**config.mk**
```make
export PLATFORM = sky130hd
export DESIGN_NAME = hd74hc165
export DESIGN_NICKNAME = d
export VERILOG_FILES = /design/src/rtl/hd74hc165.sv
export SDC_FILE = /design/constraint.sdc
export NUM_CORES = 1
export LEC_CHECK = 0
export ABC_CLOCK_PERIOD_IN_PS = 1160
export CAP_MARGIN = 20
export CORE_MARGIN = 3
export CORE_UTILIZATION = 28
export DETAILED_ROUTE_END_ITERATION = 10
export HOLD_SLACK_MARGIN = 0.02
export MAX_ROUTING_LAYER = met4
export SYNTH_ARGS = -nofsm -noshare
export SYNTH_HDL_FRONTEND = slang
export SYNTH_SLANG_ARGS = --single-unit
```
**constraint.sdc**
```tcl
create_clock -name clk -period 1.16 [get_ports clk]
set_clock_uncertainty 0.2 [all_clocks]
set_input_delay 0.232 -clock clk [delete_from_list [all_inputs] [get_ports clk]]
set_output_delay 0.232 -clock clk [all_outputs]
set_load 0.01 [all_outputs]
```
**src/rtl/hd74hc165.sv**
```systemverilog
// rtl/hd74hc165.sv - parallel-in / serial-out shift register (74HC165 behaviour)
//
// Ports:
//   clk            rising-edge clock
//   reset          asynchronous active-high reset, clears the register
//   shift_load     0 = parallel load from q, 1 = shift / hold
//   clock_in_hibit 1 = hold the register while in shift mode
//   serial_in      cascade input, enters stage 0 on each shift
//   q              parallel word, q[WIDTH-1] is the stage nearest the output
//   qh             serial output, register bit WIDTH-1
//   qh_bar         complement of qh
module hd74hc165 #(
  parameter int WIDTH = 8
) (
  input  logic             clk,
  input  logic             reset,
  input  logic             shift_load,
  input  logic             clock_in_hibit,
  input  logic             serial_in,
  input  logic [WIDTH-1:0] q,
  output logic             qh,
  output logic             qh_bar
);

  logic [WIDTH-1:0] sr;

  // Load beats inhibit; inhibit only freezes shifting. The shift is written
  // as a left shift with the serial bit OR'd into stage 0 so WIDTH=1 is legal.
  always_ff @(posedge clk or posedge reset) begin
    if (reset) begin
      sr <= '0;
    end else if (!shift_load) begin
      sr <= q;
    end else if (!clock_in_hibit) begin
      sr <= (sr << 1) | WIDTH'(serial_in);
    end
  end

  assign qh     = sr[WIDTH-1];
  assign qh_bar = ~sr[WIDTH-1];

endmodule

```
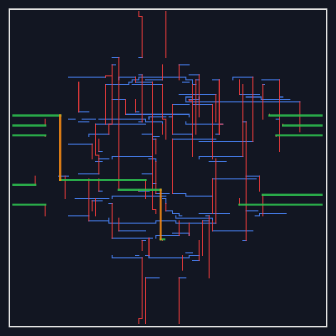
Fig. 1. Wiring by layer.
legend:
  orange:
    layer: met4
    wire_length: 15.6 um
  red:
    layer: met2
    wire_length: 319 um
  blue:
    layer: met1
    wire_length: 291 um
  green:
    layer: met3
    wire_length: 78.2 um
drt wl/cell: 10.0 um
final WL: 703 um
vias: 320
GRT Util Overall: 9.07%

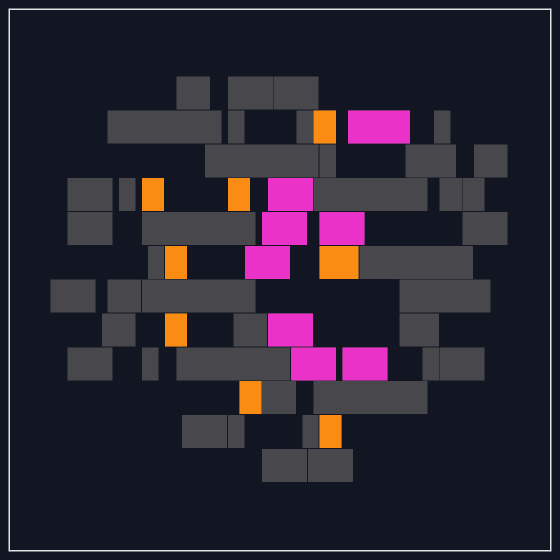
Fig. 2. Gate families picked out.
legend:
  magenta:
    family: multiplexers
    cells: 8
  orange:
    family: inverting AOI/OAI gates
    cells: 8

==> impl_metrics.tcl <==
# place-and-route summary
set metrics [dict create \
    status "finished with violations" \
    violations "negative setup slack" \
    multiInputCombCellCount 24 \
    final_cell_mix "clkdlybuf4s50_1, nor2_1, dfrtp_1" \
    r2r_start "sr[7]" \
    fp_util_pct 32.6 \
    first_iter_violations 2 \
    grt_max_degree 11 \
    postCtsSetupRepairBufs 0 \
    yosys_warnings 0 \
    cp_top_family "flip-flops" \
    num-fill-cells 129 \
    grt_util_met2_pct 11.2 \
    wl_met2_um 319 \
    cp_cell_sequence "inv_1 > buf_2" \
    fa_ha_area_share_pct 0 \
    synthCells 37 \
    crit_buf_inv 2 \
    top_logic_kind "multiplexers" \
    largestClassByArea "flip-flops and latches" \
    htreeDepth 1 \
    rows 12 \
    die_y_um 43.4 \
    buffers 19 \
    ys_area_um2 392 \
    placed_cell_area_um2 562 \
    synth.area.mux_share_pct 20.4 \
    comb_area_um2 158 \
    fin_crit_sh_pct 107 \
    edf_count 0 \
    warning_count 28 \
    clk_pin_slew_ns 0.05 \
    clkbuf_count 3 \
    async_reset_ff_share_pct 100 \
    swShare_pct 24.2 \
    layout-drive-gt1-share_pct 21.4 \
    largestRegisters "sr: 8 flops" \
    slew-limit-headroom_pct 79.8 \
    end_kind "output port" \
    ys_types 8 \
    worst-r2r-cell-count 4 \
    gp_congestion 0.693 \
    drcViolationCount 0 \
    sh_comb_area_pct 26.8 \
    drtAntennaViolNets 0 \
    hold_violations 0 \
    rsz0062_at_grt "true" \
    reg2reg_slack_ns 0 \
    highest_layer "met4" \
    grt_pass1_wl_um 1090 \
    hold_slack_ns 0.0220 \
    placedCellCount 66 \
    ys_sh_aoi_pct 11.2 \
    root_buffer "clkbuf_4" \
    cts_resized 10 \
    min_path_type "input port to asynchronous set/reset pin" \
    crit_type "flop to output port" \
    grt-ovfl-total 0 \
    fin_cells 70 \
    fin_setup_tns_ns -0.135 \
    viasPerCell 4.57 \
    worst_pin_slew_ns 0.303 \
    nWellTaps 14 \
    flops 8 \
    use_met3_pct 5.39 \
    setup_viol 3 \
    pre_cts_slack_ns -0.350 \
    lay_top_count "clkdlybuf4s50_1" \
    p_per_area_nw_per_um2 1170 \
    p_leak_nw 0.274 \
    die_area_um2 1880 \
    area_leaders "dfrtp_1, mux2i_1, a21oi_1" \
    final_nets 71 \
    cts_tree "built" \
    setup_ws_ns -0.0789 \
    syn-num-nets 50 \
    clk_share_pct 3.83 \
    seqPwrFrac_pct 47.1 \
    internal_power_w 0.000520 \
    buffer_area_share_pct 31.1 \
    grt.busiest_layer "met2" \
    synth_top_area_share_pct 51.1 \
]
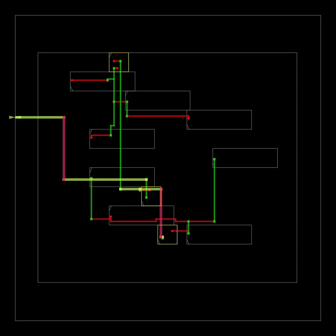
Fig. 3. Clock wiring as the flow saved it.
clk sink count: 8
clock group total power: 0.000213 W
TritonCTS Buffers: 3
later-pin clock latency in the skew report: 0.25 ns

[power by group through the flow]
stage          combinational [W]  sequential [W]  clock (W)
3_3_place_gp            0.000148        0.000328          0
4_1_cts                 0.000144        0.000324   0.000226
6_report                0.000149        0.000323   0.000213
5_1_grt                 0.000165        0.000327   0.000243
2_1_floorplan          0.0000744        0.000326          0
3_5_place_dp            0.000149        0.000328          0
[how the worst max path moves through the flow]
| stage | from | endpoint | slack [ns] | cells after the start |
|---|---|---|---|---|
| global route | sr[7] | qh_bar | -0.13 | 2 |
| global placement | clock_in_hibit | sr[4] | -0.32 | 4 |
| finish | sr[7] | qh_bar | -0.08 | 2 |
| detailed placement | clock_in_hibit | sr[7] | -0.35 | 4 |
| floorplan | shift_load | sr[7] | 0.19 | 4 |
| CTS | sr[7] | qh_bar | -0.1 | 2 |
Power is estimated from default activity; no workload was simulated.
